### src/rtl/mem_io_if.sv
// Processor-to-memory bus: address, write data, write strobe and read data.
// The processor side drives ADDR/DOUT/W; the responder returns DIN.
interface mem_io_if;
    logic [15:0] ADDR;
    logic [15:0] DOUT;
    logic        W;
    logic [15:0] DIN;

    modport master (output ADDR, output DOUT, output W, input DIN);
    modport slave  (input ADDR, input DOUT, input W, output DIN);
endinterface

### src/rtl/mem_io_responder.sv
// Memory-side responder: word RAM plus LED, switch, timer and HEX registers.
// Every access returns data on DIN one edge later; writes are read-first.
module mem_io_responder #(
    parameter int RAM_AW   = 7,
    parameter int PRESCALE = 50000,
    parameter int SW_W     = 10,
    parameter int LED_W    = 10
) (
    input  logic             clock,
    input  logic             resetn,
    mem_io_if.slave          bus,
    input  logic [SW_W-1:0]  SW,
    output logic [LED_W-1:0] LEDR,
    output logic [15:0]      HEX_val,
    output logic             bus_err
);

    localparam int PW = (PRESCALE > 1) ? $clog2(PRESCALE) : 1;
    localparam logic [PW-1:0] PMAX = PW'(PRESCALE - 1);

    logic [15:0]       mem_q [2**RAM_AW];
    logic [RAM_AW-1:0] ram_idx;
    logic              ram_we;
    logic [3:0]        region;
    logic              tick;

    logic [15:0]      din_q, din_d;
    logic [LED_W-1:0] led_q, led_d;
    logic [15:0]      hex_q, hex_d;
    logic [15:0]      timer_q, timer_d;
    logic [PW-1:0]    presc_q, presc_d;
    logic [SW_W-1:0]  sw_s1_q, sw_s1_d;
    logic [SW_W-1:0]  sw_sync_q, sw_sync_d;
    logic             err_q, err_d;

    // Address bits between the RAM index and the region nibble alias.
    logic unused_addr;
    assign unused_addr = ^bus.ADDR[11:RAM_AW];

    assign region  = bus.ADDR[15:12];
    assign ram_idx = bus.ADDR[RAM_AW-1:0];
    assign tick    = (presc_q == PMAX);

    assign bus.DIN = din_q;
    assign LEDR    = led_q;
    assign HEX_val = hex_q;
    assign bus_err = err_q;

    // Decode the region, pick read data from pre-edge state, compute updates.
    always_comb begin
        din_d     = '0;
        led_d     = led_q;
        hex_d     = hex_q;
        err_d     = err_q;
        ram_we    = 1'b0;
        sw_s1_d   = SW;
        sw_sync_d = sw_s1_q;
        if (tick) begin
            presc_d = '0;
            timer_d = timer_q + 16'd1;
        end else begin
            presc_d = presc_q + 1'b1;
            timer_d = timer_q;
        end
        case (region)
            4'h0: begin
                din_d  = mem_q[ram_idx];
                ram_we = bus.W;
            end
            4'h1: begin
                din_d = 16'(led_q);
                if (bus.W) begin
                    led_d = bus.DOUT[LED_W-1:0];
                end
            end
            4'h2: begin
                din_d = 16'(sw_sync_q);
            end
            4'h3: begin
                din_d = timer_q;
                if (bus.W) begin
                    timer_d = bus.DOUT;
                    presc_d = '0;
                end
            end
            4'h4: begin
                din_d = hex_q;
                if (bus.W) begin
                    hex_d = bus.DOUT;
                end
            end
            default: begin
                err_d = 1'b1;
            end
        endcase
    end

    // Register file of I/O state, read data and switch synchronizer.
    always_ff @(posedge clock) begin
        if (!resetn) begin
            din_q     <= '0;
            led_q     <= '0;
            hex_q     <= '0;
            timer_q   <= '0;
            presc_q   <= '0;
            sw_s1_q   <= '0;
            sw_sync_q <= '0;
            err_q     <= 1'b0;
        end else begin
            din_q     <= din_d;
            led_q     <= led_d;
            hex_q     <= hex_d;
            timer_q   <= timer_d;
            presc_q   <= presc_d;
            sw_s1_q   <= sw_s1_d;
            sw_sync_q <= sw_sync_d;
            err_q     <= err_d;
        end
    end

    // RAM array is never cleared; reset only blocks a concurrent write.
    always_ff @(posedge clock) begin
        if (resetn && ram_we) begin
            mem_q[ram_idx] <= bus.DOUT;
        end
    end

endmodule

### src/flat_wrapper.sv
// flat-port wrapper written by rule: the top's interface ports become plain ports
module mem_io_responder_flat 
#(
    parameter int RAM_AW   = 7,
    parameter int PRESCALE = 50000,
    parameter int SW_W     = 10,
    parameter int LED_W    = 10
)
  (clock, resetn, SW, LEDR, HEX_val, bus_err, bus_ADDR, bus_DOUT, bus_W, bus_DIN);
  mem_io_if bus_i ();
  input  logic clock;
  input  logic resetn;
  input  logic [SW_W-1:0] SW;
  output logic [LED_W-1:0] LEDR;
  output logic [15:0] HEX_val;
  output logic bus_err;
  input wire logic [$bits(bus_i.ADDR)-1:0] bus_ADDR;
  input wire logic [$bits(bus_i.DOUT)-1:0] bus_DOUT;
  input wire logic [$bits(bus_i.W)-1:0] bus_W;
  output wire logic [$bits(bus_i.DIN)-1:0] bus_DIN;
  assign bus_i.ADDR = bus_ADDR;
  assign bus_i.DOUT = bus_DOUT;
  assign bus_i.W = bus_W;
  assign bus_DIN = bus_i.DIN;
  mem_io_responder #(.RAM_AW(RAM_AW), .PRESCALE(PRESCALE), .SW_W(SW_W), .LED_W(LED_W)) u_core (.clock(clock), .resetn(resetn), .bus(bus_i), .SW(SW), .LEDR(LEDR), .HEX_val(HEX_val), .bus_err(bus_err));
endmodule
### config.mk
export PLATFORM = sky130hd
export DESIGN_NAME = mem_io_responder_flat
export DESIGN_NICKNAME = d
export VERILOG_FILES = /design/src/rtl/mem_io_if.sv /design/src/rtl/mem_io_responder.sv /design/src/flat_wrapper.sv
export SDC_FILE = /design/constraint.sdc
export NUM_CORES = 2
export LEC_CHECK = 0
export ABC_AREA = 1
export ABC_CLOCK_PERIOD_IN_PS = 7800
export CAP_MARGIN = 0
export CELL_PAD_IN_SITES_DETAIL_PLACEMENT = 0
export CELL_PAD_IN_SITES_GLOBAL_PLACEMENT = 1
export CORE_MARGIN = 2
export CORE_UTILIZATION = 40
export DETAILED_ROUTE_END_ITERATION = 12
export PLACE_DENSITY_LB_ADDON = 0.1
export REMOVE_ABC_BUFFERS = 1
export SLEW_MARGIN = 20
export SYNTH_ARGS = -nofsm -noshare
export SYNTH_HDL_FRONTEND = slang
export SYNTH_SLANG_ARGS = --single-unit
### constraint.sdc
create_clock -name clock -period 7.8 [get_ports clock]
set_clock_uncertainty 0.05 [all_clocks]
set_input_delay 1.17 -clock clock [delete_from_list [all_inputs] [get_ports clock]]
set_output_delay 1.17 -clock clock [all_outputs]
set_load 0.01 [all_outputs]
==> results.yml <==
# physical design summary
outcome:
  status: "completed"
synth:
  yosys_warnings: 0
  top_area_cell: "edfxtp_1"
  syn-cell-area_sq_um: 92580
  ys_top_logic_family: "simple AND/OR/NAND/NOR gates"
  synth_seq_share: 0.6849
  ff_type: "edfxtp_1"
  synth_cell_type_count: 37
  mux_share: 0
  xor_share: 0.001230
  synth_area_per_cell_sq_um: 10.17
  top_area_frac: 0.6643
setup_path:
  setup.worst_path.start_class: "primary input"
  timing.critical_path.mode_cell: "nor2_1"
  cp-startpoint: "bus_ADDR[14]"
  crit_type: "primary input to flop"
sta:
  fin_crit_sh: 0.5864
  holdWs_ps: 361.4
  report.final.hold_viol_count: 0
  setup_viol: 0
clocking:
  htree_levels: 4
  postCtsHoldBufs: 0
pwr:
  maxPowerGroup: "sequential cells"
  power.switching_w: 0.005604
  p_seq_frac: 0.518
  ir_worst_vdd_uv: 180.4
routing:
  vias: 59580
finish:
  comb_share: 0.1996
  buffers: 311
  final_cell_area_sq_um: 104200
global_route:
  overflow: 0
  grt_pass1_vias: 56280
floorplan:
  pin_count: 88
  die_area_sq_um: 235300
place:
  placed_area_sq_um: 97090
Fig. 1: wiring by layer
Scale: 1 px per um.
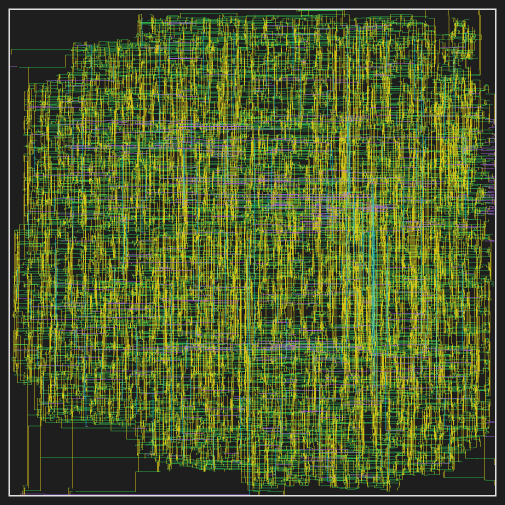
legend:
  metal 1:
    colour: green
    wire_length: 122 mm
  metal 3:
    colour: purple
    wire_length: 12700 um
  metal 2:
    colour: yellow
    wire_length: 127 mm
  metal 4:
    colour: cyan
    wire_length: 7100 um
Total GRT Usage: 0.2265
Post-Route WL: 268800 um

Fig. 2: clock distribution
Scale: 1 px per um.
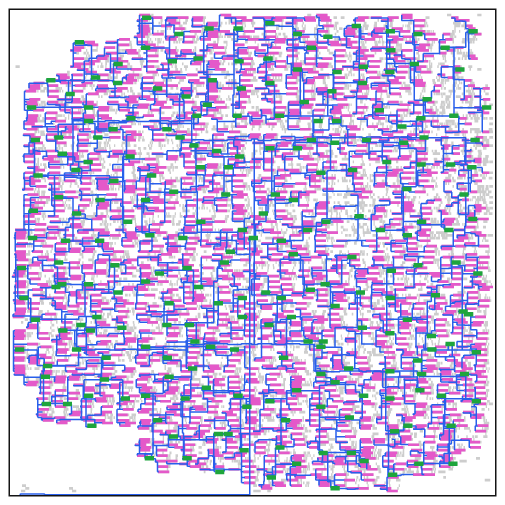
legend:
  clock drivers:
    colour: green
    count: 233
  clock wires:
    colour: blue
    length: 27.4 mm
  flip-flops:
    colour: magenta
    count: 2143
flops lie: widely spread
worst skew pair latency: 860 ps
clock share of power: 0.424
Clock group: 0.0103 W

Power figures rest on the tool's default switching activity, not on a simulated workload.
